File: src/rtl/tach_pkg.sv
// Shared defaults and elaboration-time RPM scale helpers for the tachometer interface.
// No logic; latency and backpressure not applicable.
package tach_pkg;

  localparam int unsigned DEF_CLK_EN_HZ      = 10000;
  localparam int unsigned DEF_WINDOW_TICKS   = 500;
  localparam int unsigned DEF_PULSES_PER_REV = 360;
  localparam int unsigned DEF_COUNT_WIDTH    = 16;
  localparam int unsigned DEF_RPM_WIDTH      = 10;

  function automatic longint unsigned gcd_u(longint unsigned a, longint unsigned b);
    longint unsigned x;
    longint unsigned y;
    longint unsigned t;
    x = a;
    y = b;
    while (y != 0) begin
      t = x % y;
      x = y;
      y = t;
    end
    return x;
  endfunction

  // rpm = count * 60 * hz / (ticks * ppr); reduced so the divider stays small.
  function automatic longint unsigned rpm_scale_num(int unsigned hz, int unsigned ticks,
                                                   int unsigned ppr);
    longint unsigned n;
    longint unsigned d;
    n = 64'(hz) * 64'd60;
    d = 64'(ticks) * 64'(ppr);
    return n / gcd_u(n, d);
  endfunction

  function automatic longint unsigned rpm_scale_den(int unsigned hz, int unsigned ticks,
                                                   int unsigned ppr);
    longint unsigned n;
    longint unsigned d;
    n = 64'(hz) * 64'd60;
    d = 64'(ticks) * 64'(ppr);
    return d / gcd_u(n, d);
  endfunction

endpackage

File: src/rtl/tach_rpm_interface_sync_edge_detect.sv
// Two-flop synchronizer plus rising-edge pulse for an asynchronous input.
// Latency: rise_out is high the cycle after the second sync flop sees the edge; no backpressure.
module sync_edge_detect (
  input  logic clk_in,
  input  logic reset_in,
  input  logic async_in,
  output logic rise_out
);

  logic sync1_q, sync1_d;
  logic sync2_q, sync2_d;
  logic prev_q,  prev_d;

  always_comb begin
    sync1_d = async_in;
    sync2_d = sync1_q;
    prev_d  = sync2_q;
  end

  always_ff @(posedge clk_in or posedge reset_in) begin
    if (reset_in) begin
      sync1_q <= 1'b0;
      sync2_q <= 1'b0;
      prev_q  <= 1'b0;
    end else begin
      sync1_q <= sync1_d;
      sync2_q <= sync2_d;
      prev_q  <= prev_d;
    end
  end

  assign rise_out = sync2_q & ~prev_q;

endmodule

File: src/rtl/tach_rpm_interface.sv
// Gated tachometer edge counter converted to saturating RPM once per window.
// Latency: output updates one cycle after each window end; free-running, no backpressure.
module tach_rpm_interface #(
  parameter int unsigned CLK_EN_HZ      = tach_pkg::DEF_CLK_EN_HZ,
  parameter int unsigned WINDOW_TICKS   = tach_pkg::DEF_WINDOW_TICKS,
  parameter int unsigned PULSES_PER_REV = tach_pkg::DEF_PULSES_PER_REV,
  parameter int unsigned COUNT_WIDTH    = tach_pkg::DEF_COUNT_WIDTH,
  parameter int unsigned RPM_WIDTH      = tach_pkg::DEF_RPM_WIDTH
) (
  input  logic                 clk_in,
  input  logic                 reset_in,
  input  logic                 clk_en,
  input  logic                 tachometer_pulse_in,
  output logic [RPM_WIDTH-1:0] actual_rpm_out
);

  import tach_pkg::*;

  localparam int unsigned TICK_W = (WINDOW_TICKS > 1) ? $clog2(WINDOW_TICKS) : 1;
  localparam int unsigned PROD_W = COUNT_WIDTH + 24;
  localparam longint unsigned SCALE_NUM = rpm_scale_num(CLK_EN_HZ, WINDOW_TICKS, PULSES_PER_REV);
  localparam longint unsigned SCALE_DEN = rpm_scale_den(CLK_EN_HZ, WINDOW_TICKS, PULSES_PER_REV);

  localparam logic [TICK_W-1:0]      TICK_LAST = TICK_W'(WINDOW_TICKS - 1);
  localparam logic [PROD_W-1:0]      NUM_W     = PROD_W'(SCALE_NUM);
  localparam logic [PROD_W-1:0]      DEN_W     = PROD_W'(SCALE_DEN);
  localparam logic [COUNT_WIDTH-1:0] CNT_MAX   = '1;
  localparam logic [RPM_WIDTH-1:0]   RPM_MAX   = '1;

  logic                   rise;
  logic                   win_end;
  logic [TICK_W-1:0]      tick_q,         tick_d;
  logic [COUNT_WIDTH-1:0] pulse_count_q,  pulse_count_d;
  logic [COUNT_WIDTH-1:0] window_count_q, window_count_d;
  logic                   upd_q,          upd_d;
  logic [RPM_WIDTH-1:0]   rpm_q,          rpm_d;
  logic [PROD_W-1:0]      prod;
  logic [PROD_W-1:0]      quot;

  sync_edge_detect u_sync_edge (
    .clk_in   (clk_in),
    .reset_in (reset_in),
    .async_in (tachometer_pulse_in),
    .rise_out (rise)
  );

  assign win_end = clk_en && (tick_q == TICK_LAST);

  always_comb begin
    tick_d         = tick_q;
    pulse_count_d  = pulse_count_q;
    window_count_d = window_count_q;
    upd_d          = win_end;

    if (clk_en) begin
      tick_d = win_end ? '0 : tick_q + 1'b1;
    end

    // A same-cycle edge is folded into the closing window, never the new one.
    if (win_end) begin
      pulse_count_d = '0;
      if (rise && (pulse_count_q != CNT_MAX)) begin
        window_count_d = pulse_count_q + 1'b1;
      end else begin
        window_count_d = pulse_count_q;
      end
    end else if (rise && (pulse_count_q != CNT_MAX)) begin
      pulse_count_d = pulse_count_q + 1'b1;
    end
  end

  always_comb begin
    prod  = PROD_W'(window_count_q) * NUM_W;
    quot  = prod / DEN_W;
    rpm_d = rpm_q;
    if (upd_q) begin
      rpm_d = (quot > PROD_W'(RPM_MAX)) ? RPM_MAX : quot[RPM_WIDTH-1:0];
    end
  end

  always_ff @(posedge clk_in or posedge reset_in) begin
    if (reset_in) begin
      tick_q         <= '0;
      pulse_count_q  <= '0;
      window_count_q <= '0;
      upd_q          <= 1'b0;
      rpm_q          <= '0;
    end else begin
      tick_q         <= tick_d;
      pulse_count_q  <= pulse_count_d;
      window_count_q <= window_count_d;
      upd_q          <= upd_d;
      rpm_q          <= rpm_d;
    end
  end

  assign actual_rpm_out = rpm_q;

endmodule

File: config.mk
export PLATFORM = sky130hd
export DESIGN_NAME = tach_rpm_interface
export DESIGN_NICKNAME = d
export VERILOG_FILES = /design/src/rtl/tach_pkg.sv /design/src/rtl/tach_rpm_interface_sync_edge_detect.sv /design/src/rtl/tach_rpm_interface.sv
export SDC_FILE = /design/constraint.sdc
export NUM_CORES = 1
export LEC_CHECK = 0
export ABC_AREA = 1
export CORE_AREA = 2 2 134 136
export CTS_CLUSTER_SIZE = 12
export DETAILED_ROUTE_END_ITERATION = 8
export DIE_AREA = 0 0 136 138
export GPL_TIMING_DRIVEN = 0
export PLACE_DENSITY = 0.37
export SYNTH_ARGS = -nofsm -noshare
export SYNTH_HDL_FRONTEND = slang
export SYNTH_SLANG_ARGS = --single-unit
File: constraint.sdc
create_clock -name clk_in -period 7.99 [get_ports clk_in]
set_input_delay 0.799 -clock clk_in [delete_from_list [all_inputs] [get_ports clk_in]]
set_output_delay 0.799 -clock clk_in [all_outputs]
set_load 0.03 [all_outputs]
run_1/flops_by_reg.png
Other sequential cells in the stronger grey, the rest of the logic in the fainter grey.
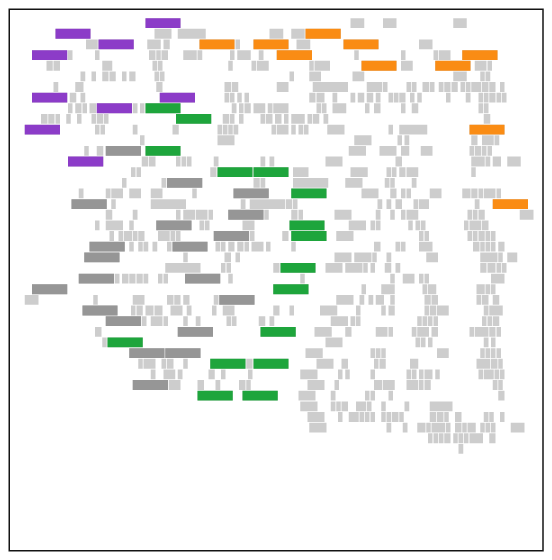
Key: window_count_q = green [flops 16]; actual_rpm_out = orange [flops 10]; tick_q = purple [flops 9, where top left]
fraction of area in registers: 0.292
final core occ: 0.269
FF+latch area: 0.00138 sq mm

run_1/metal_density.png
The bar under the picture is 50 um long. The die is cut into 27 by 28 equal tiles; black is low, pale yellow is high, scaled to the fullest tile. Values are wire area over tile area, all layers added.
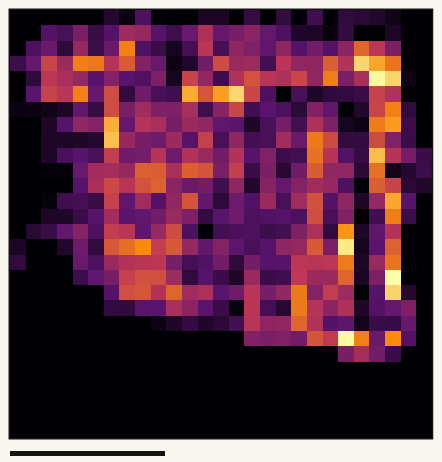
The mean over all tiles is 0.075. 12% of the tiles are over half the peak. The emptiest ninth of the die: bottom left. 37% of the tiles are nearly empty.

run_1/detail.png
The bar under the picture is 20 um long. Window x 9 to 59, y 10 to 60 um. Cells in grey, sequential cells in the stronger grey; small squares are vias.
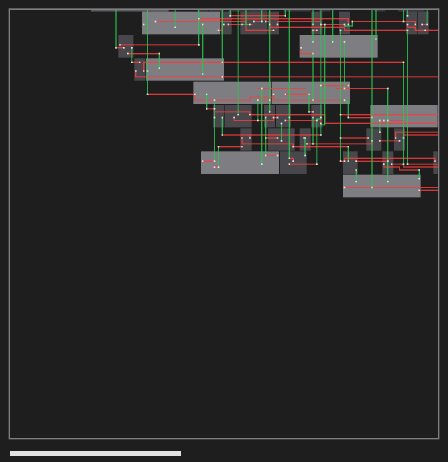
Key: metal 1 = red; metal 2 = green
Most frequent: dfrtp_1 (8), nor2_1 (6). 30 logic cells have their middle in the window. Sequential cells in the window: 8. Netlist names of flops here include pulse_count_q (5), window_count_q (3).

[run 1: sequential cells by signal (all words and copies together), names as in the netlist]
register and flops:
u_sync_edge.prev_q 1, upd_q 1, window_count_q 16, u_sync_edge.sync1_q 1, actual_rpm_out 10, pulse_count_q 16
u_sync_edge.prev_d 1, tick_q 9
[run 1: cell families (layout without fill, tap and decap cells)]
logic type	count (synthesis)	after routing
and+or+nand+nor	282	282
AOI/OAI and AO/OA	79	79
xor gates and xnor gates	26	26
DFF	55	55
adders and majority gates	32	32
buffers and inverters	100	123
==> results.toml, run 1 <==
# physical design summary
[clock_network]
cts_setup_buffers = 0
cts_hold_buf = 0
htreeDepth = 2
clock_path_buffers = 2

[yosys]
async_flop_share = 1.00
area_leaders = "dfrtp_1 (34%), nand2_1 (13%), ha_1 (9.4%)"
topCombFamilyByArea = "simple AND/OR/NAND/NOR gates"
yosysChipArea_sq_mm = 0.00411
top_area_cell = "dfrtp_1"
ys_top_cells_by_count = "nand2_1 (145), inv_1 (89), nor2_1 (60)"
mux_area_frac = 0
synth_top_area_share = 0.335
yosys.stat.seqShare = 0.335
top_cell = "nand2_1"
syn_nets = 610
synthXorXnorAreaFrac = 0.0555

[setup_path]
slowest_delay_ns = 0.45
crit_path_start_kind = "flop"
rr_worst_depth = 54
worstPathRequired_ns = 8.19
slowest_stage = "dfrtp_1"
cp-endpoint = "actual_rpm_out[0]"
cp_max_fo = 5
path_common_cell = "nand2_1"
crit_buf_inv = 4
rr_endpoint = "actual_rpm_out[0]"

[drt]
dr.max_layer_used = "met4"
met2WireLength_um = 4350
first_pass_iters = 4
drt-met1-wl_um = 4770
drc = 0
vias_per_cell = 4.32

[finish]
drive_above_1_share = 0.0737
logic_gate_count = 419
lay_top_count = "nand2_1"
fin_nets = 632
flops = 55
largest_cell_class = "multi-input combinational cells"
fin_cells = 826

[run_status]
outcome = "finished clean"

[placement]
dp_cells = 818
placed_area_sq_mm = 0.00456
globalplace.congestion = 0.752
dpl_worst_slack_ns = 0.881

[grt]
grt_usage = 0.104
antenna_found_initial = 0
grt_pass1_wl_um = 16200

[job]
warning_count = 26

[hold_path]
hp-start = "u_sync_edge.sync1_q"
hold_end = "u_sync_edge.prev_d"
hp-class = "reg -> reg"

[floorplanning]
die_w_um = 136
floorplan.core_util = 0.234

[timing]
fin_crit_sh = 0.879
slew_viol_final = 0
max_slew_margin = 0.585
grt_setup_unrepaired = "no"
==> inputs of run 2 (changes only) <==
==> constraint.sdc (replaced) <==
create_clock -name clk_in -period 9 [get_ports clk_in]
set_input_delay 0.9 -clock clk_in [delete_from_list [all_inputs] [get_ports clk_in]]
set_output_delay 0.9 -clock clk_in [all_outputs]
set_load 0.03 [all_outputs]
run_2/placement_by_type.png
Fill, decap, tap and diode cells in grey.
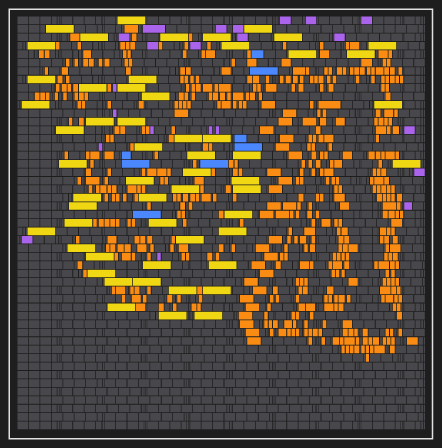
Key: clock drivers and dummy loads = blue [cells 8]; combinational and other logic = orange [cells 512]; sequential cells = yellow [cells 55]; remaining buffers and delay cells = purple [cells 22]

==> run 2 against run 1 <==
Critical path depth stayed put. Critical path type unchanged. Highest routed layer unchanged. Sequential cell count stayed put. First-iteration DRC count is 2.7% lower. Fmax is 1.1% lower. Clock skew hardly changed. Non-clock buffer count stayed put. Worst hold slack stayed put. Setup slack better by 0.93 ns.
==> results.toml, run 2 <==
# physical design summary
[yosys]
synth_cells = 574
ys_cells = 574
mux_area_frac = 0
yosys.stat.seqShare = 0.335
syn_nets = 610
ys_top_cells_by_count = "nand2_1 (145), inv_1 (89), nor2_1 (60)"
topCombFamilyByArea = "simple AND/OR/NAND/NOR gates"
async_flop_share = 1.00
top_area_cell = "dfrtp_1"
yosysChipArea_sq_mm = 0.00411
synthXorXnorAreaFrac = 0.0555
synthesis.area_sq_mm = 0.00411
ys_ff = 55
area_leaders = "dfrtp_1 (34%), nand2_1 (13%), ha_1 (9.4%)"
ys_warn_count = 0
top_cell = "nand2_1"
synth-adder-area-share = 0.0994
synth_top_area_share = 0.335

[setup_path]
cp_max_fo = 5
crit_path_start_kind = "flop"
crit_buf_inv = 4
worstPathRequired_ns = 9.20
slowest_delay_ns = 0.45
worst_r2r_startpoint = "window_count_q[1]"
rr_worst_depth = 54
rr_endpoint = "actual_rpm_out[0]"
path_common_cell = "nand2_1"
endpoint_kind = "flop"
slowest_stage = "dfrtp_1"

[clock_network]
clock_path_buffers = 2
path_clk_slew_ns = 0.08
cts_tree = "built"
cts_hold_buf = 0
ctsResizeCount = 0
htreeDepth = 2
clock-sinks = 55
cts-root-buf = "clkbuf_16"
cts_setup_buffers = 0

[floorplanning]
floorplan.core_util = 0.234
pin_count = 14
die_w_um = 136
die_y_um = 138

[drt]
vias_per_cell = 4.31
routed_wl_um = 9310
first_pass_iters = 4
num_vias = 3557
drc = 0

[finish]
fin_util = 0.269
flops = 55
final_cell_area_sq_mm = 0.00471
n_fill_cell = 1991
buffer_area_frac = 0.0390
fin_nets = 632
logic_gate_count = 419
largest_cell_class = "multi-input combinational cells"
comb_area_sq_mm = 0.00236
seq_share = 0.292
antenna_cells = 0
drive_above_1_share = 0.0720
fin_cells = 826
layout_top_cells = "nand2_1 (145), inv_1 (88), nor2_1 (60), dfrtp_1 (55), nand3_1 (40)"
lay_top_count = "nand2_1"
regArea_sq_mm = 0.00138

[grt]
grt_max_degree = 30
grt_usage = 0.104
antenna_found_initial = 0
grt_pass1_wl_um = 16200

[placement]
dpl_worst_slack_ns = 1.89
hpwl_um = 7540
dp_cells = 818
portBuffers = 13
placed_area_sq_mm = 0.00456
globalplace.congestion = 0.752

[timing]
finalHoldViolations = 0
max_slew_margin = 0.585
fin_setup_tns_ns = 0
slew_viol_final = 0
fin_crit_sh = 0.788
grt_setup_unrepaired = "no"
fmax_ghz = 0.141
fin_ws_ns = 1.91

[run_status]
outcome = "finished clean"

[hold_path]
hold_end = "u_sync_edge.prev_d"
worstHoldPathCells = 0
hp-class = "reg -> reg"
hp-start = "u_sync_edge.sync1_q"

[job]
max_cap_viol_count = 0
warning_count = 26
-- run 2: cell counts after synthesis --
Identical to the previous run, type by type.
-- run 2: per-layer routing --
layer  track usage  wire length (um)
met5             0                 0
met2         0.173              4340
met3        0.0158               118
met4        0.0225                55
met1         0.141              4790
-- run 2: worst max-delay path by stage --
stage,start,end,slack [ns],depth (start not counted)
after CTS,window_count_q[1],actual_rpm_out[0],1.86,54
after floorplan,window_count_q[1],actual_rpm_out[0],2.95,56
after detailed placement,window_count_q[1],actual_rpm_out[0],1.89,54
final,window_count_q[1],actual_rpm_out[0],1.91,54
after global routing,window_count_q[1],actual_rpm_out[0],1.0,52
after global placement,window_count_q[1],actual_rpm_out[0],2.06,56
